<file path="src/rtl/cat_rec_pkg.sv">
// Shared FSM encoding, APB register map and CTRL/STATUS bit positions
// for the cat recognizer control core.
package cat_rec_pkg;

    typedef enum logic [2:0] {
        S_IDLE,
        S_CLEAR,
        S_FETCH,
        S_DRAIN,
        S_EVAL,
        S_CAPTURE
    } state_t;

    localparam int CTRL_ADDR  = 0;
    localparam int STAT_ADDR  = 1;
    localparam int PIX_BASE   = 2;

    localparam int CTRL_START = 0;
    localparam int CTRL_ABORT = 1;

    localparam int ST_BUSY    = 0;
    localparam int ST_DONE    = 1;
    localparam int ST_RESULT  = 2;

endpackage

</file>
<file path="src/rtl/cat_rec_apb_if.sv">
// APB slave decode: CTRL command pulses, pixel write detection and the
// combinational STATUS read mux. Zero wait states.
module cat_rec_apb_if
    import cat_rec_pkg::*;
#(
    parameter int Amba_Word       = 24,
    parameter int Amba_Addr_Depth = 12,
    parameter int Num_Pixels      = 3072
) (
    input  logic                       PSEL,
    input  logic                       PENABLE,
    input  logic                       PWRITE,
    input  logic [Amba_Addr_Depth-1:0] PADDR,
    input  logic [Amba_Word-1:0]       PWDATA,
    input  logic                       i_busy,
    input  logic                       i_done,
    input  logic                       i_result,
    output logic                       o_start,
    output logic                       o_abort,
    output logic                       o_pix_wr,
    output logic [Amba_Addr_Depth-1:0] o_pix_addr,
    output logic [Amba_Word-1:0]       PRDATA
);

    localparam logic [Amba_Addr_Depth-1:0] L_CTRL      = Amba_Addr_Depth'(CTRL_ADDR);
    localparam logic [Amba_Addr_Depth-1:0] L_STAT      = Amba_Addr_Depth'(STAT_ADDR);
    localparam logic [Amba_Addr_Depth-1:0] L_PIX_FIRST = Amba_Addr_Depth'(PIX_BASE);
    localparam logic [Amba_Addr_Depth-1:0] L_PIX_LAST  = Amba_Addr_Depth'(PIX_BASE + Num_Pixels - 1);

    logic w_access;
    logic w_wr;
    logic w_rd;

    assign w_access   = PSEL & PENABLE;
    assign w_wr       = w_access & PWRITE;
    assign w_rd       = w_access & ~PWRITE;

    assign o_start    = w_wr && (PADDR == L_CTRL) && PWDATA[CTRL_START];
    assign o_abort    = w_wr && (PADDR == L_CTRL) && PWDATA[CTRL_ABORT];
    assign o_pix_wr   = w_wr && (PADDR >= L_PIX_FIRST) && (PADDR <= L_PIX_LAST);
    assign o_pix_addr = PADDR - L_PIX_FIRST;

    // Only STATUS is readable; CTRL, pixels and holes all read as zero.
    always_comb begin
        PRDATA = '0;
        if (w_rd && (PADDR == L_STAT)) begin
            PRDATA[ST_BUSY]   = i_busy;
            PRDATA[ST_DONE]   = i_done;
            PRDATA[ST_RESULT] = i_result;
        end
    end

endmodule

</file>
<file path="src/rtl/neuron_sequencer.sv">
// Control core of the cat recognizer: loads pixels over APB, then walks
// pixel/weight memory once per inference and latches the verdict.
module neuron_sequencer
    import cat_rec_pkg::*;
#(
    parameter int Amba_Word       = 24,
    parameter int Amba_Addr_Depth = 12,
    parameter int Num_Pixels      = 3072
) (
    input  logic                       clk,
    input  logic                       rst,
    input  logic                       PSEL,
    input  logic                       PENABLE,
    input  logic                       PWRITE,
    input  logic [Amba_Addr_Depth-1:0] PADDR,
    input  logic [Amba_Word-1:0]       PWDATA,
    output logic [Amba_Word-1:0]       PRDATA,
    output logic                       PREADY,
    output logic [Amba_Addr_Depth-1:0] mem_addr,
    output logic                       mem_wr_en,
    output logic                       mem_rd_en,
    output logic                       acc_clear,
    output logic                       acc_en,
    output logic                       get_result,
    input  logic                       calc_out,
    output logic                       busy,
    output logic                       CatRecOut
);

    localparam logic [Amba_Addr_Depth-1:0] L_LAST_IDX = Amba_Addr_Depth'(Num_Pixels - 1);

    state_t                      r_state;
    state_t                      w_next;
    logic [Amba_Addr_Depth-1:0]  r_idx;
    logic                        r_acc_en;
    logic                        r_done;
    logic                        r_result;

    logic                        w_start_req;
    logic                        w_abort_req;
    logic                        w_pix_wr;
    logic [Amba_Addr_Depth-1:0]  w_pix_addr;
    logic                        w_idle;
    logic                        w_start;
    logic                        w_abort;

    cat_rec_apb_if #(
        .Amba_Word       (Amba_Word),
        .Amba_Addr_Depth (Amba_Addr_Depth),
        .Num_Pixels      (Num_Pixels)
    ) u_apb (
        .PSEL       (PSEL),
        .PENABLE    (PENABLE),
        .PWRITE     (PWRITE),
        .PADDR      (PADDR),
        .PWDATA     (PWDATA),
        .i_busy     (busy),
        .i_done     (r_done),
        .i_result   (r_result),
        .o_start    (w_start_req),
        .o_abort    (w_abort_req),
        .o_pix_wr   (w_pix_wr),
        .o_pix_addr (w_pix_addr),
        .PRDATA     (PRDATA)
    );

    assign PREADY    = 1'b1;
    assign w_idle    = (r_state == S_IDLE);
    // Abort beats start when both bits arrive in one write.
    assign w_start   = w_start_req & ~w_abort_req & w_idle;
    assign w_abort   = w_abort_req & ~w_idle;
    assign acc_en    = r_acc_en;
    assign CatRecOut = r_result;

    always_ff @(posedge clk) begin
        if (rst) r_state <= S_IDLE;
        else     r_state <= w_next;
    end

    always_comb begin
        w_next = r_state;
        if (w_abort) begin
            w_next = S_IDLE;
        end else begin
            case (r_state)
                S_IDLE:    if (w_start) w_next = S_CLEAR;
                S_CLEAR:   w_next = S_FETCH;
                S_FETCH:   if (r_idx == L_LAST_IDX) w_next = S_DRAIN;
                S_DRAIN:   w_next = S_EVAL;
                S_EVAL:    w_next = S_CAPTURE;
                S_CAPTURE: w_next = S_IDLE;
                default:   w_next = S_IDLE;
            endcase
        end
    end

    always_comb begin
        busy       = ~w_idle;
        acc_clear  = (r_state == S_CLEAR);
        mem_rd_en  = (r_state == S_FETCH);
        get_result = (r_state == S_EVAL);
        mem_wr_en  = w_idle & w_pix_wr;
        mem_addr   = '0;
        if (mem_rd_en)      mem_addr = r_idx;
        else if (mem_wr_en) mem_addr = w_pix_addr;
    end

    // acc_en trails mem_rd_en by one cycle, matching memory read latency.
    always_ff @(posedge clk) begin
        if (rst) begin
            r_idx    <= '0;
            r_acc_en <= 1'b0;
            r_done   <= 1'b0;
            r_result <= 1'b0;
        end else begin
            r_acc_en <= mem_rd_en & ~w_abort;
            if (r_state == S_CLEAR)      r_idx <= '0;
            else if (r_state == S_FETCH) r_idx <= r_idx + 1'b1;
            if (w_start) r_done <= 1'b0;
            if ((r_state == S_CAPTURE) && !w_abort) begin
                r_done   <= 1'b1;
                r_result <= calc_out;
            end
        end
    end

endmodule

</file>
<file path="config.mk">
export PLATFORM = sky130hd
export DESIGN_NAME = neuron_sequencer
export DESIGN_NICKNAME = d
export VERILOG_FILES = /design/src/rtl/cat_rec_pkg.sv /design/src/rtl/cat_rec_apb_if.sv /design/src/rtl/neuron_sequencer.sv
export SDC_FILE = /design/constraint.sdc
export NUM_CORES = 1
export LEC_CHECK = 0
export ABC_CLOCK_PERIOD_IN_PS = 2390
export CAP_MARGIN = 20
export CORE_MARGIN = 1
export CORE_UTILIZATION = 34
export DETAILED_ROUTE_END_ITERATION = 10
export GPL_TIMING_DRIVEN = 1
export MAX_ROUTING_LAYER = met4
export PLACE_DENSITY = 0.79
export SYNTH_ARGS = -nofsm -noshare
export SYNTH_HDL_FRONTEND = slang
export SYNTH_HIERARCHICAL = 1
export SYNTH_SLANG_ARGS = --single-unit
</file>
<file path="constraint.sdc">
create_clock -name clk -period 2.39 [get_ports clk]
set_input_delay 0.478 -clock clk [delete_from_list [all_inputs] [get_ports clk]]
set_output_delay 0.478 -clock clk [all_outputs]
set_load 0.01 [all_outputs]
</file>
Run 1, routed clock nets over the placement:
The bar under the picture is 20 um long.
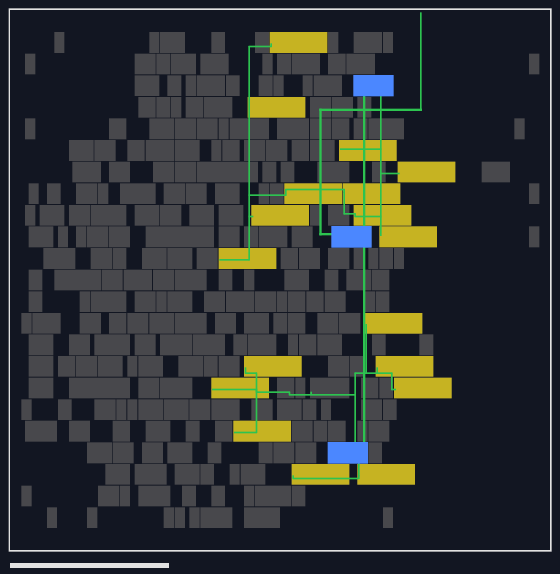
Key: blue = clock drivers [count 3]; green = clock wires [length 247 um]; yellow = flip-flops [count 18]
There are 4 routed clock nets.
post-route clock skew: 0.00294 ns
worst skew pair latency: 0.26 ns

Run 1, logic cells by family:
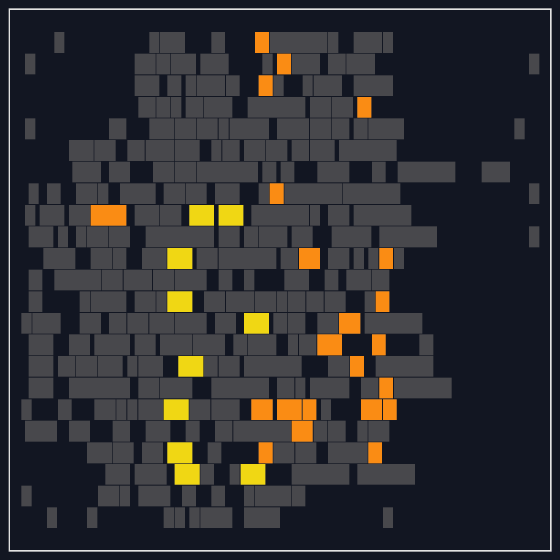
Key: orange = inverting AOI/OAI gates [cells 22, most used a21oi_1]; yellow = AND-OR and OR-AND gates [cells 10, most used a22o_1]
multi-input gate share of total cell area: 0.449
most frequent logic cell in the layout: sky130_fd_sc_hd__buf_4

Run 1, wiring by layer:
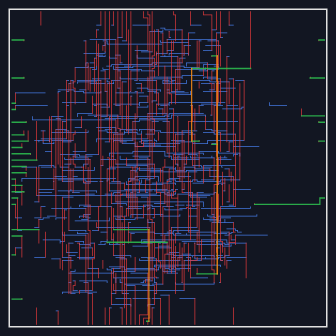
Key: red = metal 2 [wire length 1990 um]; green = metal 3 [wire length 120 um]; orange = metal 4 [wire length 82.3 um]; blue = metal 1 [wire length 1690 um]
total detailed-routing wirelength: 3880 um
total global routing track utilization: 0.183
Vias: 1547
Wirelength per Cell: 12.3 um

Run 1, nets reached from selected ports:
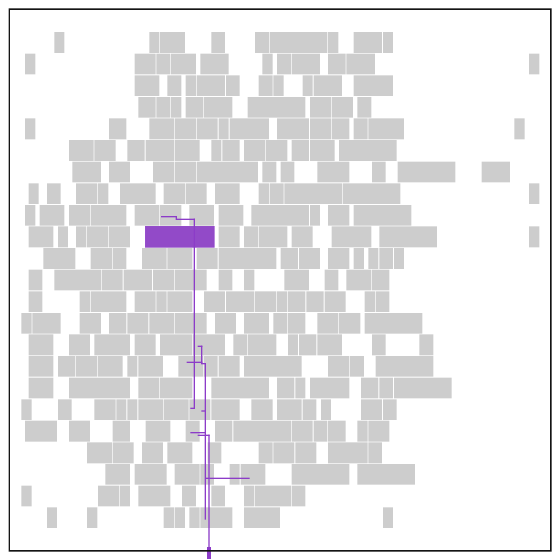
Key: purple = mem_wr_en [bits 1, direction output, end cells 1, buffers 2, wire 76.6 um]
I/O Buffers: 41
number of top-level design ports: 86

==> flow_results.xml, run 1 <==
<?xml version="1.0" encoding="UTF-8"?>
<metrics>
  <group name="timing">
    <metric name="setup_viol" unit="">12</metric>
    <metric name="timing.setup.tns" unit="ns">-1.65</metric>
    <metric name="hold_viol_final" unit="">0</metric>
    <metric name="finalCriticalPeriod" unit="ns">2.58</metric>
    <metric name="final_min_period_over_clock_period" unit="">1.08</metric>
    <metric name="fin_hold_ws" unit="ns">0.478</metric>
    <metric name="final_max_slew_viol_count" unit="">0</metric>
    <metric name="post-route-worst-setup-slack" unit="ns">-0.192</metric>
    <metric name="fmax" unit="MHz">387</metric>
  </group>
  <group name="outcome">
    <metric name="outcome" unit="">complete, but fails checks</metric>
    <metric name="failed_checks" unit="">negative setup slack</metric>
  </group>
  <group name="floorplanning">
    <metric name="die_width" unit="um">68.0</metric>
    <metric name="die_y" unit="um">68.0</metric>
    <metric name="die_area" unit="mm^2">0.00463</metric>
    <metric name="core_area" unit="mm^2">0.00409</metric>
    <metric name="fp_util" unit="">0.363</metric>
  </group>
  <group name="route">
    <metric name="drtIter0Drc" unit="">60</metric>
    <metric name="ant_nets" unit="">0</metric>
    <metric name="viasPerCell" unit="">4.88</metric>
    <metric name="first_pass_iters" unit="">4</metric>
  </group>
  <group name="cells_and_area">
    <metric name="final_layout_fill_cell_count" unit="">376</metric>
    <metric name="drive_above_1_share" unit="">0.315</metric>
    <metric name="final_cell_mix" unit="">sky130_fd_sc_hd__buf_4, sky130_fd_sc_hd__conb_1, sky130_fd_sc_hd__dfxtp_1, sky130_fd_sc_hd__inv_1, sky130_fd_sc_hd__buf_2</metric>
    <metric name="flop_area" unit="um^2">360</metric>
    <metric name="mi_logic_area" unit="um^2">996</metric>
    <metric name="synthToLayoutAreaGrowth" unit="%">49.7</metric>
    <metric name="nets" unit="">312</metric>
    <metric name="n_antenna_cell" unit="">0</metric>
  </group>
  <group name="critical_path">
    <metric name="setup.worst_path.start_class" unit="">input pin</metric>
    <metric name="startpoint" unit="">PADDR[2]</metric>
    <metric name="slowest_stage_delay_on_critical_path" unit="ns">0.22</metric>
    <metric name="rr_startpoint" unit="">r_state[0]$_SDFFE_PP0P_</metric>
    <metric name="ordered_list_of_cells_on_the_worst_path" unit="">clkdlybuf4s15_1 -&gt; nor3_4 -&gt; buf_4 -&gt; nand4_1 -&gt; nor3b_2 -&gt; nor4b_4 -&gt; buf_4 -&gt; buf_4 -&gt; a22o_1 -&gt; buf_2</metric>
    <metric name="worstPathArrival" unit="ns">2.10</metric>
    <metric name="end_kind" unit="">primary output</metric>
    <metric name="r2r_setup_slack" unit="ns">0.70</metric>
    <metric name="path_max_fanout" unit="">3</metric>
    <metric name="timing.critical_path.mode_cell" unit="">sky130_fd_sc_hd__buf_4</metric>
    <metric name="slowest_stage" unit="">sky130_fd_sc_hd__nor3_4</metric>
    <metric name="worst-endpoint-required" unit="ns">1.91</metric>
  </group>
  <group name="global_routing">
    <metric name="globalRouteMet1Util" unit="">0.217</metric>
    <metric name="gr-usage-met3" unit="">0.0183</metric>
    <metric name="initial_antenna_violation_count" unit="">0</metric>
    <metric name="grt_pass1_vias" unit="">1383</metric>
    <metric name="wire_length_of_the_first_global_routing_pass" unit="um">6240</metric>
    <metric name="grt_overflow" unit="">0</metric>
    <metric name="most_used_routing_layer" unit="">met2</metric>
    <metric name="use_met2" unit="">0.309</metric>
  </group>
  <group name="placed_design">
    <metric name="place.detailed.hpwl" unit="um">2830</metric>
    <metric name="gp_routability_congestion" unit="">0.815</metric>
  </group>
  <group name="power_and_ir_drop">
    <metric name="max-vdd-ir-drop" unit="mV">0.190</metric>
    <metric name="power.density_cell_area" unit="mW/mm^2">315</metric>
    <metric name="p_leak" unit="nW">1.01</metric>
  </group>
  <group name="cts">
    <metric name="cts_inserted_buffers" unit="">3</metric>
    <metric name="clock_tree_from_tritoncts" unit="">done</metric>
    <metric name="cts.htree.levels" unit="">1</metric>
    <metric name="clock_net_sink_count" unit="">18</metric>
    <metric name="holdBufCountCts" unit="">0</metric>
  </group>
  <group name="synth">
    <metric name="yosys.stat.chipArea" unit="mm^2">0.00148</metric>
    <metric name="top_cells_by_count" unit="">sky130_fd_sc_hd__buf_4, sky130_fd_sc_hd__dfxtp_1, sky130_fd_sc_hd__inv_1</metric>
    <metric name="synthFlopType" unit="">sky130_fd_sc_hd__dfxtp_1</metric>
    <metric name="synth.largest_area_cell" unit="">sky130_fd_sc_hd__dfxtp_1</metric>
    <metric name="most_common_cell" unit="">sky130_fd_sc_hd__buf_4</metric>
    <metric name="postSynthSeqShare" unit="">0.243</metric>
    <metric name="synth_warnings" unit="">6</metric>
    <metric name="netlist.area_leader.share" unit="">0.243</metric>
    <metric name="yosysCellCount" unit="">189</metric>
    <metric name="async_reset_ff_frac" unit="">0</metric>
    <metric name="yosys_register_bits" unit="">18</metric>
    <metric name="area_leaders" unit="">sky130_fd_sc_hd__dfxtp_1, sky130_fd_sc_hd__buf_4, sky130_fd_sc_hd__a22o_1</metric>
  </group>
  <group name="job">
    <metric name="max_cap_violations" unit="">0</metric>
    <metric name="stage_log_warnings" unit="">50</metric>
  </group>
  <group name="hold_path">
    <metric name="min_path_type" unit="">flop to flop</metric>
  </group>
</metrics>
-- run 1: where the power goes --
group	switching (mW)	internal (mW)	leakage (nW)	total, mW
clock network	0.108	0.147	0.0288	0.255
logic	0.0722	0.0727	0.838	0.145
registers	0.00000429	0.300	0.145	0.300
total	0.180	0.519	1.01	0.700
-- run 1: per-stage QoR --
step	area, um^2	power, mW	instances	setup WS, ns	util
after floorplan	1560	0.386	209	0.0224	-
final	2220	0.700	317	-0.192	0.543
after detailed placement	2060	0.441	301	-0.853	0.503
after global routing	2220	0.730	317	-0.262	0.543
after global placement	2060	0.440	301	-0.824	0.503
after CTS	2180	0.698	317	-0.170	0.534
-- run 1: sequential cells by signal, indices dropped and copies added, names as in the netlist --
| signal | count |
|---|---|
| CatRecOut | 1 |
| r_done | 1 |
| r_idx | 12 |
| acc_en | 1 |
| r_state | 3 |
-- run 1: routing by layer --
layer | up-vias | part of all wire
met1 | 718 | 0.43
met2 | 36 | 0.51
met3 | 7 | 0.031
met5 | - | 0
li1 | 786 | -
met4 | 0 | 0.021
-- run 1: layout make-up --
class	instances	share of cell area
well taps	50	0.0282
flip-flops and latches	18	0.162
multi-input cells	145	0.449
repair buffers	85	0.310
inverters	15	0.0254
clock buffers	4	0.0248
-- run 1: worst paths after layout --
check,end,depth (start not counted)
worst max register to register,r_idx[6]$_SDFFE_PP0P_,4
worst min register to register,CatRecOut$_SDFFE_PP0P_,2
worst max-delay path,mem_addr[10],10
worst min-delay path,CatRecOut$_SDFFE_PP0P_,2
-- run 1: logic make-up after synthesis --
family	Yosys count	synth area share
and+or+nand+nor	74	0.313
buffers and inverters	46	0.187
AOI/OAI and AO/OA	32	0.143
DFF	18	0.243
xor gates and xnor gates	11	0.0650
muxes	4	0.0270
adders and majority gates	2	0.0169
other	2	0.00507
-- run 1: critical path: cells and delay by family --
family	cells	cell delay (ns)
AND-OR/OR-AND	1	0.20
buffers and inverters	5	0.78
AND/OR/NAND/NOR	4	0.64
-- run 1: what timing repair did --
item	in CTS	in global routing
hold endpoints to repair	0	0
buffers inserted	11	0
pin swaps	4	1
resized	101	11
setup endpoints to repair	17	16
cloned	1	0
==> run 1 -> run 2 <==
Settings changed: CORE_MARGIN 1 to default, SLEW_MARGIN from default to 40.
Run 2, nets reached from selected ports:
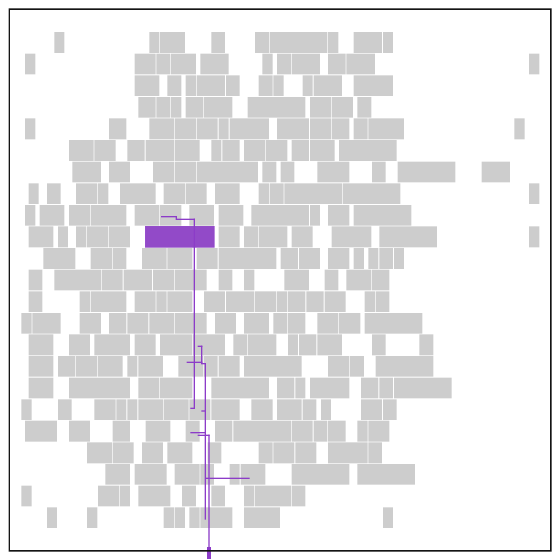
Key: purple = mem_wr_en [bits 1, direction output, end cells 1, buffers 2, wire 76.6 um]

==> run 2 against run 1 <==
Against the previous run:
- the run still ends with negative setup slack left
- count of clock-buffer cells in the layout is the same
- die size is the same
- combinational power is essentially flat
- via count is the same
- setup slack is the same
- sequential power is essentially flat
- sequential cell count is the same
- sequential share of layout area is the same
- area after synthesis is the same
- core utilization is the same
- global-route usage is the same
- maximum frequency is the same
- critical path type unchanged
- largest cell class unchanged
- largest power group unchanged
- highest routed layer unchanged
==> flow_results.xml, run 2 <==
<?xml version="1.0" encoding="UTF-8"?>
<metrics>
  <group name="outcome">
    <metric name="outcome" unit="">complete, but fails checks</metric>
    <metric name="failed_checks" unit="">negative setup slack</metric>
  </group>
  <group name="synth">
    <metric name="postSynthSeqShare" unit="">0.243</metric>
    <metric name="yosys_register_bits" unit="">18</metric>
    <metric name="netlist.area_leader.share" unit="">0.243</metric>
    <metric name="synth_warnings" unit="">6</metric>
    <metric name="top_cells_by_count" unit="">sky130_fd_sc_hd__buf_4, sky130_fd_sc_hd__dfxtp_1, sky130_fd_sc_hd__inv_1</metric>
    <metric name="synthFlopType" unit="">sky130_fd_sc_hd__dfxtp_1</metric>
    <metric name="yosysCellCount" unit="">189</metric>
    <metric name="synth.largest_area_cell" unit="">sky130_fd_sc_hd__dfxtp_1</metric>
  </group>
  <group name="critical_path">
    <metric name="critPathTopFamily" unit="">buffers and inverters</metric>
    <metric name="path_max_fanout" unit="">3</metric>
    <metric name="critical_path_buf_inv_count" unit="">5</metric>
    <metric name="setup.worst_path.start_class" unit="">input pin</metric>
    <metric name="ordered_list_of_cells_on_the_worst_path" unit="">clkdlybuf4s15_1 -&gt; nor3_4 -&gt; buf_4 -&gt; nand4_1 -&gt; nor3b_2 -&gt; nor4b_4 -&gt; buf_4 -&gt; buf_4 -&gt; a22o_1 -&gt; buf_2</metric>
    <metric name="r2r_setup_slack" unit="ns">0.70</metric>
    <metric name="worst-endpoint-required" unit="ns">1.91</metric>
    <metric name="slowest_stage" unit="">sky130_fd_sc_hd__nor3_4</metric>
    <metric name="slowest_stage_delay_on_critical_path" unit="ns">0.22</metric>
    <metric name="end_kind" unit="">primary output</metric>
    <metric name="worstPathArrival" unit="ns">2.10</metric>
  </group>
  <group name="cells_and_area">
    <metric name="nets" unit="">312</metric>
    <metric name="layout_top_registers" unit="">r_idx: 12 flops, r_state: 3 flops</metric>
    <metric name="max_flop_register" unit="">r_idx</metric>
    <metric name="synthToLayoutAreaGrowth" unit="%">49.7</metric>
    <metric name="drive_above_1_share" unit="">0.315</metric>
    <metric name="mostFrequentLayoutCell" unit="">sky130_fd_sc_hd__buf_4</metric>
    <metric name="n_antenna_cell" unit="">0</metric>
    <metric name="max_reg_flops" unit="">12</metric>
    <metric name="final_layout_fill_cell_count" unit="">376</metric>
    <metric name="final_cell_mix" unit="">sky130_fd_sc_hd__buf_4, sky130_fd_sc_hd__conb_1, sky130_fd_sc_hd__dfxtp_1, sky130_fd_sc_hd__inv_1, sky130_fd_sc_hd__buf_2</metric>
    <metric name="mi_logic_area" unit="um^2">996</metric>
    <metric name="flop_area" unit="um^2">360</metric>
  </group>
  <group name="placed_design">
    <metric name="dp_slack" unit="ns">-0.853</metric>
    <metric name="port_buffers" unit="">41</metric>
    <metric name="gp_routability_congestion" unit="">0.815</metric>
  </group>
  <group name="route">
    <metric name="ant_nets" unit="">0</metric>
    <metric name="routed-via-count" unit="">1547</metric>
    <metric name="viasPerCell" unit="">4.88</metric>
    <metric name="wl_per_cell" unit="um">12.3</metric>
    <metric name="first_pass_iters" unit="">4</metric>
    <metric name="drtIter0Drc" unit="">60</metric>
    <metric name="wirelength" unit="um">3880</metric>
  </group>
  <group name="power_and_ir_drop">
    <metric name="power.density_cell_area" unit="mW/mm^2">315</metric>
    <metric name="max-vdd-ir-drop" unit="mV">0.190</metric>
    <metric name="report.power.total" unit="uW">700</metric>
    <metric name="p_leak" unit="nW">1.01</metric>
  </group>
  <group name="floorplanning">
    <metric name="fp_util" unit="">0.363</metric>
    <metric name="ios" unit="">86</metric>
    <metric name="core_area" unit="mm^2">0.00409</metric>
    <metric name="die_area" unit="mm^2">0.00463</metric>
    <metric name="die_y" unit="um">68.0</metric>
    <metric name="die_width" unit="um">68.0</metric>
  </group>
  <group name="timing">
    <metric name="fmax" unit="MHz">387</metric>
    <metric name="final_min_period_over_clock_period" unit="">1.08</metric>
    <metric name="final_max_slew_viol_count" unit="">0</metric>
    <metric name="fin_skew" unit="ns">0.00294</metric>
    <metric name="post-route-worst-setup-slack" unit="ns">-0.192</metric>
    <metric name="setup_viol" unit="">12</metric>
    <metric name="hold_viol_final" unit="">0</metric>
    <metric name="finalCriticalPeriod" unit="ns">2.58</metric>
  </group>
  <group name="global_routing">
    <metric name="wire_length_of_the_first_global_routing_pass" unit="um">6240</metric>
    <metric name="grt_pass1_vias" unit="">1383</metric>
    <metric name="initial_antenna_violation_count" unit="">0</metric>
    <metric name="grt_overflow" unit="">0</metric>
    <metric name="grt.total_usage" unit="">0.183</metric>
  </group>
  <group name="cts">
    <metric name="clkLatencyLatePin" unit="ns">0.26</metric>
    <metric name="cts.htree.levels" unit="">1</metric>
  </group>
  <group name="job">
    <metric name="stage_log_warnings" unit="">50</metric>
    <metric name="max_cap_violations" unit="">0</metric>
  </group>
  <group name="hold_path">
    <metric name="min_path_type" unit="">flop to flop</metric>
  </group>
</metrics>
Run 2, clock routing:
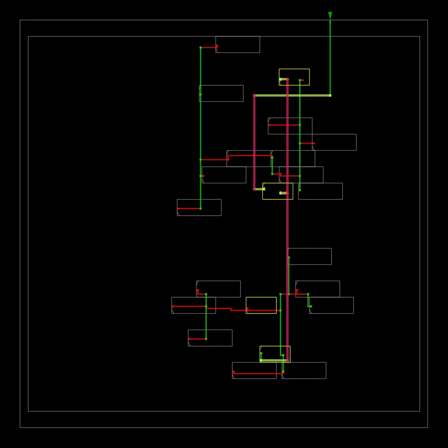
cts bufs inserted: 3
power dissipated in the clock network: 255 uW
clock tree buffer count of the final layout: 4
clock net sink count: 18
Seq Cell Count: 18

## run 2: cell counts after synthesis
No cell type changed its count.
## run 2: worst paths after layout
check,from,end,cells after the start
setup reg to reg,r_state[0]$_SDFFE_PP0P_,r_idx[6]$_SDFFE_PP0P_,4
hold / removal,CatRecOut$_SDFFE_PP0P_,CatRecOut$_SDFFE_PP0P_,2
setup / recovery,PADDR[2],mem_addr[10],10
hold reg to reg,CatRecOut$_SDFFE_PP0P_,CatRecOut$_SDFFE_PP0P_,2
## run 2: cell families (layout without fill, tap and decap cells)
group | count (synthesis) | after routing | share of synthesized area
buffers and inverters | 46 | 104 | 0.187
AND-OR/OR-AND | 32 | 32 | 0.143
flip-flops | 18 | 18 | 0.243
AND/OR/NAND/NOR | 74 | 74 | 0.313
adder cells (fa/ha/maj) | 2 | 2 | 0.0169
multiplexers | 4 | 4 | 0.0270
other | 2 | 22 | 0.00507
XOR/XNOR | 11 | 11 | 0.0650
## run 2: layout make-up
class / count / area share
multi-input cells: 145 / 0.449
repair buffers: 85 / 0.310
well taps: 50 / 0.0282
flip-flops and latches: 18 / 0.162
inverters: 15 / 0.0254
clock buffers: 4 / 0.0248
## run 2: power breakdown
group | switching [mW] | total [mW] | internal, mW
Combinational | 0.0722 | 0.145 | 0.0727
Clock | 0.108 | 0.255 | 0.147
Sequential | 0.00000429 | 0.300 | 0.300
## run 2: tightest hold or removal path, delay by kind of cell (launching register included)
family,cells,cell delay (ns)
compound gates,1,0.05
flops,1,0.32
simple gates,1,0.06
## run 2: repair_timing
| item | CTS | global route |
|---|---|---|
| endpoints found under the setup margin | 17 | 16 |
| gates resized | 101 | 11 |
| pin swaps | 4 | 1 |
| gates cloned | 1 | 0 |
| hold endpoints to repair | 0 | 0 |
| setup buffers | 11 | 0 |
## run 2: per-layer routing
layer,global-route usage,share of wire,vias to the layer above
met5,-,0,-
met2,0.309,0.51,36
li1,-,-,786
met1,0.217,0.43,718
met3,0.0183,0.031,7
met4,0.0859,0.021,0
## run 2: through the flow
step | hold WS (ns) | util | TNS [ns] | std cells | cell area, um^2
after global placement | 0.459 | 0.503 | -11.86 | 301 | 2060
after global routing | 0.523 | 0.543 | -2.56 | 317 | 2220
after floorplan | 0.448 | - | 0 | 209 | 1560
after detailed placement | 0.470 | 0.503 | -12.44 | 301 | 2060
after CTS | 0.483 | 0.534 | -1.24 | 317 | 2180
final | 0.478 | 0.543 | -1.65 | 317 | 2220
Power and IR drop assume default switching activity.
